==> config.mk <==
export PLATFORM = sky130hd
export DESIGN_NAME = dmem_arbiter
export DESIGN_NICKNAME = d
export VERILOG_FILES = /design/src/rtl/dmem_arbiter.sv
export SDC_FILE = /design/constraint.sdc
export NUM_CORES = 1
export LEC_CHECK = 0
export CAP_MARGIN = 20
export CORE_ASPECT_RATIO = 1.5
export CORE_MARGIN = 3
export CORE_UTILIZATION = 45
export DETAILED_ROUTE_END_ITERATION = 10
export GPL_ROUTABILITY_DRIVEN = 0
export PLACE_DENSITY = 0.93
export SYNTH_ARGS = -nofsm -noshare
export SYNTH_HDL_FRONTEND = slang
export SYNTH_SLANG_ARGS = --single-unit
export TNS_END_PERCENT = 100
==> constraint.sdc <==
create_clock -name clk -period 4.2 [get_ports clk]
set_clock_uncertainty 0.15 [all_clocks]
set_input_delay 1.26 -clock clk [delete_from_list [all_inputs] [get_ports clk]]
set_output_delay 1.26 -clock clk [all_outputs]
set_load 0.05 [all_outputs]
==> src/rtl/dmem_arbiter.sv <==
// Two-requester round-robin arbiter for a single-port data memory.
// Generates byte strobes, checks alignment and extends load data.
module dmem_arbiter #(
    parameter int Depth = 128,
    parameter int Width = 32,
    parameter int AddrW = $clog2(Depth) + 2
) (
    input  logic             clk,
    input  logic             reset,
    input  logic             m0_req,
    input  logic             m0_we,
    input  logic [AddrW-1:0] m0_addr,
    input  logic [1:0]       m0_size,
    input  logic             m0_unsigned,
    input  logic [Width-1:0] m0_wdata,
    output logic             m0_gnt,
    output logic             m0_rvalid,
    output logic [Width-1:0] m0_rdata,
    output logic             m0_err,
    input  logic             m1_req,
    input  logic             m1_we,
    input  logic [AddrW-1:0] m1_addr,
    input  logic [1:0]       m1_size,
    input  logic             m1_unsigned,
    input  logic [Width-1:0] m1_wdata,
    output logic             m1_gnt,
    output logic             m1_rvalid,
    output logic [Width-1:0] m1_rdata,
    output logic             m1_err,
    output logic             mem_we0,
    output logic [AddrW-1:0] mem_wr_addr0,
    output logic [AddrW-1:0] mem_rd_addr0,
    output logic [Width-1:0] mem_wr_din0,
    output logic [3:0]       mem_wr_strb,
    output logic [3:0]       mem_rd_strb,
    input  logic [Width-1:0] mem_rd_dout0
);

    typedef enum logic {IDLE, ACCESS} state_t;

    state_t             state, state_next;
    logic               last, last_next;
    logic               grant, grant_id;
    logic               req_id, req_we, req_unsigned;
    logic [AddrW-1:0]   req_addr;
    logic [1:0]         req_size;
    logic [Width-1:0]   req_wdata;
    logic [1:0]         off;
    logic               legal;
    logic [3:0]         strb;
    logic [Width-1:0]   lane, load_data, resp_data;

    // Round-robin pointer only moves when both requesters contend.
    always_comb begin
        state_next = state;
        last_next  = last;
        grant      = 1'b0;
        grant_id   = 1'b0;
        case (state)
            IDLE: begin
                if (m0_req && m1_req) begin
                    grant     = 1'b1;
                    grant_id  = ~last;
                    last_next = ~last;
                end else if (m0_req) begin
                    grant = 1'b1;
                end else if (m1_req) begin
                    grant    = 1'b1;
                    grant_id = 1'b1;
                end
                if (grant) state_next = ACCESS;
            end
            ACCESS:  state_next = IDLE;
            default: state_next = IDLE;
        endcase
    end

    assign m0_gnt = grant & ~grant_id;
    assign m1_gnt = grant & grant_id;

    assign off = req_addr[1:0];

    always_comb begin
        legal = 1'b0;
        strb  = '0;
        case (req_size)
            2'd0: begin
                legal = 1'b1;
                strb  = 4'b0001 << off;
            end
            2'd1: begin
                legal = (off != 2'd3);
                strb  = 4'b0011 << off;
            end
            2'd2: begin
                legal = (off == 2'd0);
                strb  = '1;
            end
            default: legal = 1'b0;
        endcase
        if (!legal) strb = '0;
    end

    always_comb begin
        lane = mem_rd_dout0 >> {off, 3'b000};
        case (req_size)
            2'd0:    load_data = {{(Width-8){lane[7] & ~req_unsigned}}, lane[7:0]};
            2'd1:    load_data = {{(Width-16){lane[15] & ~req_unsigned}}, lane[15:0]};
            default: load_data = lane;
        endcase
        resp_data = (req_we || !legal) ? '0 : load_data;
    end

    assign mem_we0      = (state == ACCESS) && req_we && legal;
    assign mem_wr_addr0 = req_addr;
    assign mem_rd_addr0 = req_addr;
    assign mem_wr_din0  = req_wdata;
    assign mem_wr_strb  = strb;
    assign mem_rd_strb  = 4'b1111;

    always_ff @(posedge clk or negedge reset) begin
        if (!reset) begin
            state        <= IDLE;
            last         <= 1'b1;
            req_id       <= 1'b0;
            req_we       <= 1'b0;
            req_addr     <= '0;
            req_size     <= '0;
            req_unsigned <= 1'b0;
            req_wdata    <= '0;
            m0_rvalid    <= 1'b0;
            m0_err       <= 1'b0;
            m0_rdata     <= '0;
            m1_rvalid    <= 1'b0;
            m1_err       <= 1'b0;
            m1_rdata     <= '0;
        end else begin
            state <= state_next;
            last  <= last_next;
            if (grant) begin
                req_id       <= grant_id;
                req_we       <= grant_id ? m1_we       : m0_we;
                req_addr     <= grant_id ? m1_addr     : m0_addr;
                req_size     <= grant_id ? m1_size     : m0_size;
                req_unsigned <= grant_id ? m1_unsigned : m0_unsigned;
                req_wdata    <= grant_id ? m1_wdata    : m0_wdata;
            end
            m0_rvalid <= (state == ACCESS) && !req_id;
            m0_err    <= (state == ACCESS) && !req_id && !legal;
            m1_rvalid <= (state == ACCESS) && req_id;
            m1_err    <= (state == ACCESS) && req_id && !legal;
            if (state == ACCESS && !req_id) m0_rdata <= resp_data;
            if (state == ACCESS && req_id)  m1_rdata <= resp_data;
        end
    end

endmodule

==> impl_metrics.yaml, run 1 <==
# yosys + openroad results
yosys:
  top_area_cell: "dfrtp_1"
  post_synth_num_cell_types: 41
  async_flop_share: 1.00
  adder_share: 0
  flop_cell: "dfrtp_1"
  synth-seq-cells: 116
  avgSynthCellArea_um2: 10.3
  syn_inst: 547
  netlist_area_mm2: 0.00563
final_timing:
  fmax_ghz: 0.251
  min_period_ps: 3980
  setup_viol: 0
  fin_tns_setup_ps: 0
  max-slew-margin-rel: 0.495
worst_setup_path:
  crit_type: "input pin to primary output"
  critPathRequiredTime_ps: 2790
  critPathLaunchType: "input pin"
clock_tree:
  htreeDepth: 4
  hold_buffers: 0
  cts.sinks: 116
  clk_latency_ps: 400
  clk_pin_slew_ps: 50
  cts_tree: "done"
  clockBufferDepth: 2
drt:
  vias: 5209
  drt_iter0_markers: 436
  wl_um: 18800
  viasPerCell: 5.54
  drtAntennaViolNets: 0
place:
  place_area_mm2: 0.00812
power:
  peakVddDrop_uv: 402
  leakage_nw: 3.67
  power.density_mw_per_mm2: 754
global_route:
  antenna_found_initial: 0
  grt_max_degree: 93
  grt_overflow_total: 0
  grt_pass1_vias: 5576
finish:
  nFillCells: 887
  diodes: 0
  drive_above_1_share: 0.0953
run:
  maxCapViolations: 0
min_path:
  min_path_type: "flop to flop"
floorplanning:
  chip_area_mm2: 0.0139
status:
  status: "finished, final reports clean"
==> run 1: registers in the layout (all words and copies together), names as in the netlist <==
name and flops:
last 1, m0_err 1, m0_rdata 32, m0_rvalid 1, m1_err 1, m1_rdata 32, m1_rvalid 1, mem_rd_addr0 9
mem_wr_din0 32, req_id 1, req_size 2, req_unsigned 1, req_we 1, state 1
==> run 1: critical path, cell delays in order <==
cell             delay, ps
clkdlybuf4s50_1        540
nor2b_1                190
a21boi_4               300
nor2_1                  80
buf_4                  190
==> run 1: cell usage after synthesis, drive strengths merged, types with 3 or more instances <==
cell / number
mux2i: 53
a22o: 17
buf: 31
nor2b: 3
nand2: 74
or2: 3
clkbuf: 25
nor2: 8
inv: 4
and2: 32
o211ai: 7
dfrtp: 115
o21ai: 100
a31oi: 32
mux2: 10
a21oi: 10
==> run 1: logic make-up after synthesis <==
family | count (synthesis)
AOI/OAI and AO/OA | 176
and+or+nand+nor | 128
DFF | 116
other | 1
muxes | 63
xor gates and xnor gates | 2
buffers and inverters | 61
==> run 1: final timing paths <==
path / slack, ps / startpoint / end / depth (start not counted)
setup / recovery: 220 / m1_req / m0_gnt / 5
hold / removal: 330 / mem_wr_din0[22] / mem_wr_din0[22] / 2
setup reg to reg: 1590 / state / m1_rdata[28] / 5
hold reg to reg: 330 / mem_wr_din0[22] / mem_wr_din0[22] / 2
max in group asynchronous: 2300 / reset / last / 2
min in group asynchronous: 740 / reset / m1_rdata[28] / 1
==> run 1: final cells by class <==
cell class,count,area (um2),area share
clock buffer,19,443,0.0506
sequential,116,2900,0.332
tap,153,191,0.0219
inverter,5,18.8,0.00215
timing repair buffer,261,2590,0.297
clock inverter,13,183,0.0209
multi-input combinational,373,2410,0.276
==> run 1: metal layers <==
metal,share of wire,wire length [um],global-route usage,vias up
li1,-,-,-,2363
met1,0.34,6450,0.288,2483
met2,0.53,10000,0.486,314
met3,0.081,1530,0.0665,49
met4,0.042,787,0.144,0
met5,0,0,0,-
==> run 1: power by group <==
group | switching [mW] | total [mW] | internal [mW]
Combinational | 2.19 | 3.32 | 1.14
Sequential | 0.253 | 1.75 | 1.49
Clock | 0.519 | 1.52 | 1.01
Total | 2.96 | 6.60 | 3.64
==> run 1: through the flow <==
stage | instances | worst slack [ps] | hold slack (ps) | total power, mW
global route | 940 | 158 | 360 | 6.87
finish | 940 | 223 | 333 | 6.60
detailed placement | 908 | 216 | 324 | 5.08
CTS | 940 | 210 | 336 | 6.63
global placement | 908 | 239 | 313 | 4.99
floorplan | 550 | 194 | 314 | 3.91
Fig. 1: run 1, cells coloured by class
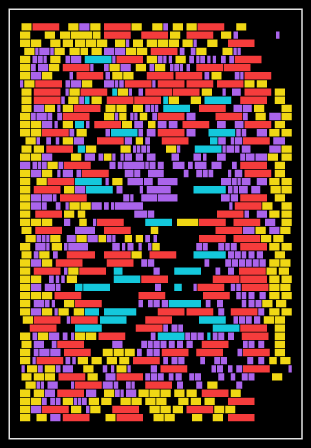
Key: yellow = remaining buffers and delay cells [cells 261]; purple = combinational and other logic [cells 378]; red = sequential cells [cells 116]; cyan = clock drivers and dummy loads [cells 32]

Fig. 2: run 1, congestion heat map
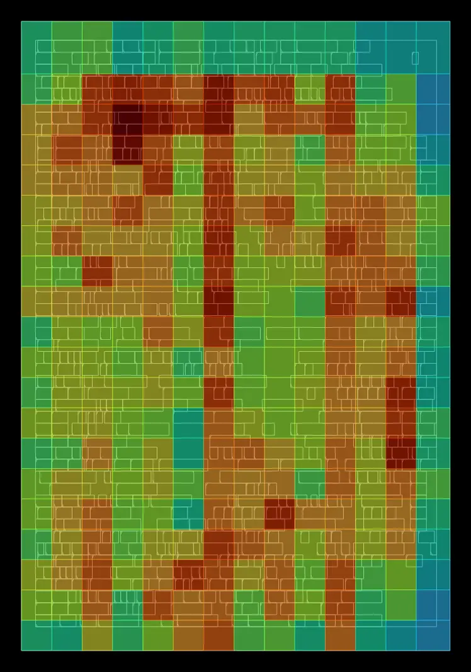
GRT Total Usage: 0.268
drt wl/cell: 20.0 um
Global Route met2 Usage: 0.486
GR peak layer: met2
GR met1 Demand/Resource: 0.288

Fig. 3: run 1, cell area per tile
Bar = 20 um. 10 x 14 tiles, from black (low) to pale yellow (high), 0 to 100% covered.
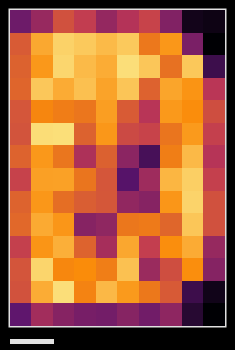
36% of the tiles are over 75% full. The fullest tile reaches 93%. The mean over all tiles is 62%. 1.4% of the tiles are nearly empty.
Post-Route Utilization: 0.721
Core Density at Floorplan: 0.464
Core Box Area: 0.0121 mm2

Fig. 4: run 1, supply network
Bar = 20 um. Pins as bars on the die edge.
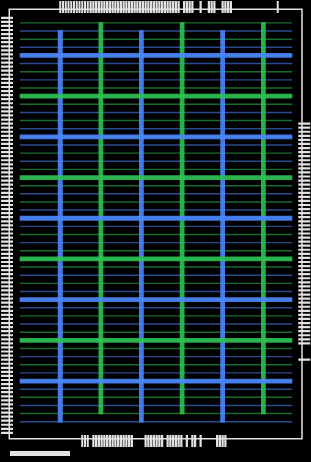

--- run 2 (diff from run 1) ---
--- a/config.mk
+++ b/config.mk
@@ -6,7 +6,7 @@
 export NUM_CORES = 1
 export LEC_CHECK = 0
 export CAP_MARGIN = 20
-export CORE_ASPECT_RATIO = 1.5
+export CORE_ASPECT_RATIO = 0.9
 export CORE_MARGIN = 3
 export CORE_UTILIZATION = 45
 export DETAILED_ROUTE_END_ITERATION = 10
Fig. 5: run 2, supply network
Bar = 20 um. Pins as bars on the die edge.
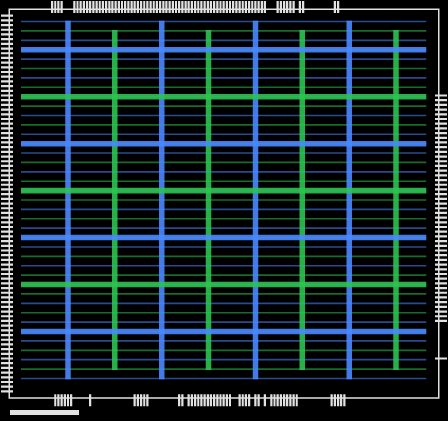
Key: green = VDD; blue = VSS
255 signal pins sit on the boundary. 39 met1 rails follow the rows. The core has 38 rows.

Fig. 6: run 2, cell area per tile
Bar = 20 um. 12 x 11 tiles, from black (low) to pale yellow (high), 0 to 100% covered.
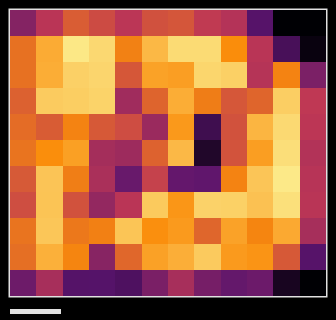
2.3% of the tiles are nearly empty. 37% of the tiles are over 75% full. The mean over all tiles is 61%.

==> run 2 against run 1 <==
  * Register-to-register slack got worse by 120 ps
  * Core utilization fell by 0.12 points
  * Area after synthesis stayed put
  * Cell area decreased by 0.29%
  * Total power fell by 1.8%
  * Largest power group unchanged
==> impl_metrics.yaml, run 2 <==
# yosys + openroad results
worst_setup_path:
  reg2reg_depth: 5
  reg2reg_to: "m1_rdata[17]"
  cp_max_fo: 4
  rr_startpoint: "mem_rd_addr0[1]"
  ff2ff_setup_slack_ps: 1470
  crit_end: "m0_gnt"
  crit_type: "input pin to primary output"
  setup.worst_path.start: "m1_req"
  critPathLaunchType: "input pin"
  critPathRequiredTime_ps: 2790
clock_tree:
  cts.sinks: 116
  clk_pin_slew_ps: 50
  clockBufferDepth: 2
  hold_buffers: 0
  clk_latency_ps: 400
  htreeDepth: 4
yosys:
  syn_inst: 547
  edf_count: 0
  netlist_area_mm2: 0.00563
  async_flop_share: 1.00
  post_synth_num_cell_types: 41
  top_area_cell: "dfrtp_1"
  flop_cell: "dfrtp_1"
  common_cells: "dfrtp_1 (115), o21ai_0 (90), nand2_1 (74)"
  avgSynthCellArea_um2: 10.3
  yosys.cell_count.top_type: "dfrtp_1"
  synth-seq-cells: 116
final_timing:
  setup_viol: 0
  fin_tns_setup_ps: 0
  rsz0062_at_grt: "no"
  min_period_ps: 3960
  fmax_ghz: 0.252
  timing.final.ws_setup_ps: 239
global_route:
  groute.usage.overall: 0.264
  grt_pass1_vias: 5381
  antenna_found_initial: 1
  grt_use_met1: 0.305
  use_met3: 0.0751
  grt_pass1_wl_um: 28300
  grt_max_degree: 92
  grt-busiest-layer: "met2"
  grt_overflow_total: 0
  grt.met2_usage: 0.452
drt:
  viasPerCell: 5.46
  drt_iter0_markers: 387
  vias: 5155
  avgRoutedWirePerCell_um: 18.9
  drtAntennaViolNets: 0
finish:
  final_cell_mix: "clkdlybuf4s50_1 (244), dfrtp_1 (115), o21ai_0 (90), nand2_1 (74), mux2i_1 (52)"
  diodes: 0
  drive_above_1_share: 0.0917
floorplanning:
  rows: 38
  boundaryPins: 255
  fp_util: 0.465
  core_area_mm2: 0.0121
  chip_area_mm2: 0.0139
power:
  power.density_mw_per_mm2: 743
  peakVddDrop_uv: 297
  leakage_nw: 3.66
status:
  status: "finished, final reports clean"
run:
  maxCapViolations: 0
min_path:
  min_path_type: "flop to flop"
place:
  dp_slack_ps: 231
run 2: worst min path at each step:
| stage | endpoint | slack (ps) | depth (start not counted) |
|---|---|---|---|
| after floorplan | req_id | 310 | 1 |
| after detailed placement | m1_rdata[7] | 320 | 2 |
| after CTS | m1_rdata[7] | 330 | 2 |
| after global routing | mem_wr_din0[2] | 350 | 2 |
| final | m1_rdata[7] | 320 | 2 |
| after global placement | mem_wr_din0[0] | 310 | 2 |
run 2: cell families (layout without fill, tap and decap cells):
family	Yosys count	after routing	share of synthesized area
xor+xnor	2	2	0.00311
buf+inv	61	296	0.0620
simple gates	128	128	0.112
mux	63	63	0.118
compound gates	176	176	0.188
other cells	1	4	0.000666
flops	116	116	0.516
run 2: final cells by class:
class / instances / area [um2]
clock buffer: 24 / 502
clock inverter: 8 / 97.6
fill: 827 / 3400
inverter: 5 / 18.8
multi-input combinational: 373 / 2410
sequential: 116 / 2900
tap: 160 / 200
timing repair buffer: 259 / 2590
run 2: stage by stage:
stage | utilization | area [um2] | power, mW | hold slack, ps | cells
after global routing | 0.720 | 8720 | 6.77 | 349 | 945
after CTS | 0.718 | 8710 | 6.51 | 331 | 944
after detailed placement | 0.669 | 8110 | 5.06 | 320 | 912
after floorplan | - | 5640 | 3.91 | 314 | 550
after global placement | 0.669 | 8110 | 4.97 | 312 | 912
final | 0.720 | 8720 | 6.48 | 324 | 945
run 2: power breakdown:
part	total [mW]	internal [mW]	switching, mW
Sequential	1.75	1.49	0.254
Combinational	3.30	1.13	2.17
Clock	1.43	0.949	0.483
Total	6.48	3.58	2.91
run 2: worst max-delay path, stage by stage:
cell and delay, ps:
clkdlybuf4s50_1 550, nor2b_1 190, a21boi_4 280, nor2_1 70
buf_4 190
run 2: per-layer routing:
layer / vias up / part of all wire
met5: - / 0.00050
met4: 2 / 0.029
met3: 45 / 0.084
met2: 275 / 0.52
met1: 2458 / 0.37
li1: 2375 / -
Power is estimated from default activity; no workload was simulated.
